## config.mk

```make
export PLATFORM = sky130hd
export DESIGN_NAME = ramb4_stream_reader
export DESIGN_NICKNAME = d
export VERILOG_FILES = /design/src/rtl/ramb4_rd_pkg.sv /design/src/rtl/ramb4_rd_skid.sv /design/src/rtl/ramb4_stream_reader.sv
export SDC_FILE = /design/constraint.sdc
export NUM_CORES = 1
export LEC_CHECK = 0
export CAP_MARGIN = 20
export CORE_MARGIN = 4
export CORE_UTILIZATION = 44
export DETAILED_ROUTE_END_ITERATION = 8
export GPL_ROUTABILITY_DRIVEN = 1
export GPL_TIMING_DRIVEN = 0
export HOLD_SLACK_MARGIN = 0.02
export PLACE_DENSITY_LB_ADDON = 0.1
export SYNTH_ARGS = -nofsm -noshare
export SYNTH_HDL_FRONTEND = slang
export SYNTH_SLANG_ARGS = --single-unit
export TNS_END_PERCENT = 5
```

## constraint.sdc

```tcl
create_clock -name CLK -period 1.9 [get_ports CLK]
set_input_delay 0.475 -clock CLK [delete_from_list [all_inputs] [get_ports CLK]]
set_output_delay 0.475 -clock CLK [all_outputs]
set_load 0.02 [all_outputs]
```

## src/rtl/ramb4_rd_pkg.sv

```systemverilog
// Shared types and defaults for the RAMB4 read-side stream engine.
package ramb4_rd_pkg;

  typedef enum logic [1:0] {
    IDLE,
    RUN,
    DRAIN
  } state_t;

  localparam int DEF_ADDR_W = 12;
  localparam int DEF_DATA_W = 1;

  // A length must hold 0..2**addr_w inclusive, so it needs one bit more than an address.
  function automatic int len_w(input int addr_w);
    return addr_w + 1;
  endfunction

endpackage

```

## src/rtl/ramb4_rd_skid.sv

```systemverilog
// Two-entry synchronous FIFO that absorbs RAM read data ahead of a valid/ready consumer.
module ramb4_rd_skid #(
  parameter int DATA_W = 1
) (
  input  logic              clk,
  input  logic              rst,
  input  logic              push,
  input  logic [DATA_W-1:0] din,
  input  logic              pop,
  output logic [DATA_W-1:0] dout,
  output logic              valid,
  output logic [1:0]        occ
);

  logic [DATA_W-1:0] mem [2];
  logic              rd_ptr;
  logic              wr_ptr;
  logic [1:0]        count;
  logic              do_push;
  logic              do_pop;

  assign do_pop  = pop && (count != 2'd0);
  assign do_push = push && ((count != 2'd2) || do_pop);

  always_ff @(posedge clk or posedge rst) begin
    if (rst) begin
      mem[0] <= '0;
      mem[1] <= '0;
      rd_ptr <= 1'b0;
      wr_ptr <= 1'b0;
      count  <= 2'd0;
    end else begin
      if (do_push) begin
        mem[wr_ptr] <= din;
        wr_ptr      <= ~wr_ptr;
      end
      if (do_pop) begin
        rd_ptr <= ~rd_ptr;
      end
      count <= count + {1'b0, do_push} - {1'b0, do_pop};
    end
  end

  // Empty buffer presents zero so the stream output is clean outside of valid words.
  assign valid = (count != 2'd0);
  assign dout  = valid ? mem[rd_ptr] : '0;
  assign occ   = count;

endmodule

```

## src/rtl/ramb4_stream_reader.sv

```systemverilog
// Walks LEN addresses of a RAMB4 read port from BASE and streams the words out with valid/ready,
// hiding the one-cycle synchronous read latency behind a credit-checked two-entry buffer.
module ramb4_stream_reader
  import ramb4_rd_pkg::*;
#(
  parameter int ADDR_W = DEF_ADDR_W,
  parameter int DATA_W = DEF_DATA_W
) (
  input  logic              CLK,
  input  logic              RST,
  input  logic              START,
  input  logic [ADDR_W-1:0] BASE,
  input  logic [ADDR_W:0]   LEN,
  output logic              BUSY,
  output logic              DONE,
  output logic [ADDR_W-1:0] RAM_ADDR,
  output logic              RAM_EN,
  output logic              RAM_WE,
  output logic              RAM_RST,
  input  logic [DATA_W-1:0] RAM_DO,
  output logic [DATA_W-1:0] DOUT,
  output logic              DOUT_VALID,
  input  logic              DOUT_READY
);

  localparam int LEN_W = len_w(ADDR_W);

  state_t            state;
  state_t            state_next;
  logic [ADDR_W-1:0] addr;
  logic [LEN_W-1:0]  remaining;
  logic              inflight;
  logic              done_q;
  logic              issue;
  logic              credit_ok;
  logic              pop;
  logic              last_pop;
  logic              accept;
  logic [1:0]        occ;

  assign pop    = DOUT_VALID && DOUT_READY;
  assign accept = (state == IDLE) && START;

  // Words already buffered plus the one on its way must leave room after this cycle's pop.
  assign credit_ok = ({1'b0, occ} + {2'b00, inflight}) < (3'd2 + {2'b00, pop});

  // All addresses have issued once in DRAIN, so a lone buffered word with nothing in flight is the last.
  assign last_pop = (state == DRAIN) && pop && (occ == 2'd1) && !inflight;

  always_ff @(posedge CLK or posedge RST) begin
    if (RST) begin
      state <= IDLE;
    end else begin
      state <= state_next;
    end
  end

  always_comb begin
    state_next = state;
    issue      = 1'b0;
    case (state)
      IDLE: begin
        if (START && (LEN != '0)) begin
          state_next = RUN;
        end
      end
      RUN: begin
        issue = credit_ok;
        if (issue && (remaining == LEN_W'(1))) begin
          state_next = DRAIN;
        end
      end
      DRAIN: begin
        if (last_pop) begin
          state_next = IDLE;
        end
      end
      default: begin
        state_next = IDLE;
      end
    endcase
  end

  always_ff @(posedge CLK or posedge RST) begin
    if (RST) begin
      addr      <= '0;
      remaining <= '0;
      inflight  <= 1'b0;
      done_q    <= 1'b0;
    end else begin
      inflight <= issue;
      done_q   <= last_pop || (accept && (LEN == '0));
      if (accept) begin
        addr      <= BASE;
        remaining <= LEN;
      end else if (issue) begin
        addr      <= addr + ADDR_W'(1);
        remaining <= remaining - LEN_W'(1);
      end
    end
  end

  ramb4_rd_skid #(
    .DATA_W(DATA_W)
  ) u_skid (
    .clk  (CLK),
    .rst  (RST),
    .push (inflight),
    .din  (RAM_DO),
    .pop  (pop),
    .dout (DOUT),
    .valid(DOUT_VALID),
    .occ  (occ)
  );

  assign BUSY     = (state != IDLE);
  assign DONE     = done_q;
  assign RAM_ADDR = addr;
  assign RAM_EN   = issue;
  assign RAM_WE   = 1'b0;
  assign RAM_RST  = 1'b0;

endmodule
```

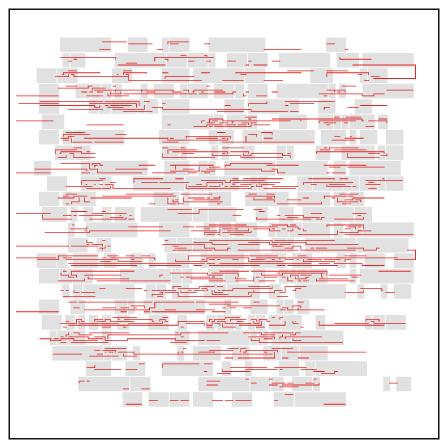
Figure 1: metal 1.
nets with wire on the layer: 285
wire length on this layer: 2,520 um
main direction: horizontal

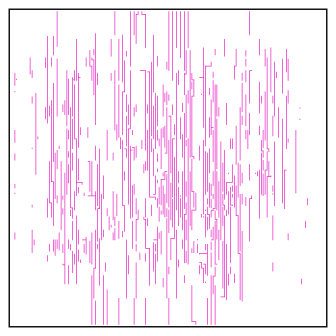
Figure 2: M2 wires.
longest straight run: 32.6 um
share of all routed wire: 49%
nets with wire on the layer: 260

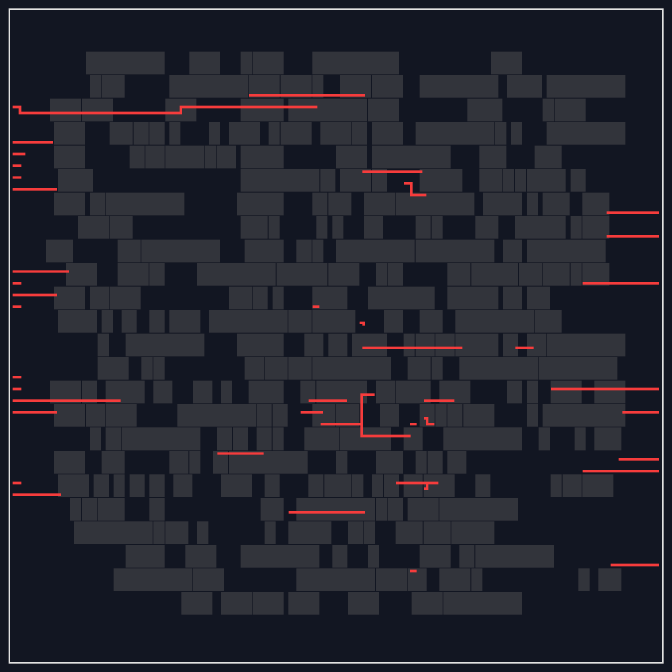
Figure 3: M3 wires.
nets with wire on the layer: 33
main direction: horizontal
longest straight run: 18.6 um
share of all routed wire: 4.0%
wire length on this layer: 223 um

==> results.toml <==
# implementation run metrics
[run_status]
run_status = "finished, violations left"
violations = "setup timing"

[worst_setup_path]
cp_data_required_time_ns = 1.42
worstPathMaxFanout = 3
critical_path.slowest_cell = "dfrtp_1"
path_class = "flop to output port"
critPathCaptureType = "output port"
crit_family = "adder cells"
r2r_slack_ns = -0.05
startpoint_type = "flop"
critical_path.max_stage_delay_ns = 0.39
path_buffers = 3
path_cells = "ha_2 > ha_4 > o21ai_4 > nand2_4 > inv_4 > buf_8 > buf_6"

[grt]
grt_start_max_net_pins = 19
grt_antenna_before_repair = 0
grt_pass1_wl_um = 8820
grt_overflow = 0

[pwr]
leakage_nw = 1.24
worst_ir_drop_vdd_mv = 0.968
power_density_mw_per_mm2 = 1860

[synthesis]
yosysTopAreaCell = "dfrtp_1"
yosys-stat-cells = 217
ys.flops = 35
ys_area_mm2 = 0.00200
mux_share_pct = 1.62
synth_cells = 217
synth_area_mm2 = 0.00200
synth_cell_type_count = 45
async_flop_share_pct = 100
synth_area_per_cell_um2 = 9.24
ff_type = "dfrtp_1"
ys_sh_xor_pct = 2.18
ys_sh_aoi_pct = 21.7
ys_sh_adder_pct = 4.37

[layout]
layout_top_cells = "37 x clkdlybuf4s50_1, 34 x dfrtp_1, 18 x nand2_1"
area_growth_pct = 41.1
drive_above_1_share_pct = 16.4
comb_area_mm2 = 0.00112
n_antenna_cell = 0
final_area_mm2 = 0.00283
nets = 316
final_core_util_pct = 64.5
ff_latch_area_um2 = 877

[cts]
insertion_delay_ns = 0.29
cts.sinks = 35
cts_max_path_buffers = 2
htreeDepth = 2
cts_made_buffers = 5
clkTransAtPathRegs_ns = 0.07

[placement]
place_area_mm2 = 0.00257
port_buffers = 46
gp_congestion = 0.793

[sta]
relSlewSlack_pct = 47.5
setup_violations = 11
layout_setup_ws_ns = -0.153
post-route-min-period_ns = 2.05

[die]
initCoreUtil_pct = 45.7
chipArea_mm2 = 0.00570
fp-row-count = 24
die_width_um = 75.5
io_pins = 49
core_mm2 = 0.00438

[route]
antenna_left = 0
wl_per_cell_um = 16.7
drt_iter0_markers = 98
via_per_inst = 5.69

[hold_path]
hold_path.class = "flop to flop"
==> final cells by class <==
class	instances	area share, %
multi-input combinational	159	39.7
inverter	16	2.21
sequential	35	31.0
tap	52	2.30
clock buffer	8	3.54
buffer	8	2.03
timing repair buffer	54	19.2
==> where the power goes <==
| part | internal (mW) | switching [mW] |
|---|---|---|
| Combinational | 1.50 | 1.75 |
| Sequential | 1.07 | 0.344 |
| Clock | 0.331 | 0.276 |
==> worst paths after layout <==
check                               from             to  cells after the start
hold / removal             u_skid.rd_ptr  u_skid.rd_ptr                      1
hold reg to reg            u_skid.rd_ptr  u_skid.rd_ptr                      1
min in group asynchronous            RST    RAM_ADDR[0]                      2
setup reg to reg                inflight  remaining[10]                      6
setup / recovery                inflight         RAM_EN                      7
max in group asynchronous            RST  u_skid.occ[1]                      3
==> registers in the layout (all words and copies together) (netlist names) <==
signal         count
u_skid.occ         2
state              2
u_skid.mem         2
RAM_ADDR          12
u_skid.rd_ptr      1
u_skid.wr_ptr      1
DONE               1
remaining         13
inflight           1
==> through the flow <==
stage	TNS, ns	hold slack [ns]	cells	setup slack (ns)	power [mW]
global route	-1.10	0.520	332	-0.191	5.63
floorplan	-0.327	0.468	218	-0.0464	3.20
CTS	-0.314	0.503	331	-0.155	5.13
finish	-0.344	0.493	332	-0.153	5.27
global placement	-20.51	0.485	316	-1.13	4.05
detailed placement	-13.37	0.488	317	-1.12	4.10
==> synthesized netlist by cell type (3+ instances only) <==
library cell,count
a21o_1,5
a21oi_1,8
a221o_1,15
clkbuf_1,3
dfrtp_1,35
ha_1,7
inv_1,16
nand2_1,20
nand3_1,6
nand4_1,6
nor2_1,18
nor2b_1,3
nor3_1,11
nor4_1,6
o21ai_0,14
or3_1,3
xnor2_1,4
==> cell families after synthesis <==
family / Yosys count
DFF: 35
and+or+nand+nor: 83
other: 1
xor gates and xnor gates: 5
muxes: 3
buffers and inverters: 24
AOI/OAI and AO/OA: 59
adders and majority gates: 7
==> routing by layer <==
layer  track usage, %  wire (um)  vias to the layer above
li1                 -          -                      931
met2             33.7       2730                       52
met3             5.01        223                        9
met1             27.1       2520                      897
met4             6.41         88                        0
met5                0          0                        -
==> what timing repair did <==
item,4_1_cts,5_1_grt
endpoints found under the setup margin,30,21
buffers inserted,6,1
hold buffers,0,0
gates resized,29,18
pin swaps,5,2
gates cloned,0,0
No activity file was given, so power comes from the tool's default toggle rates.
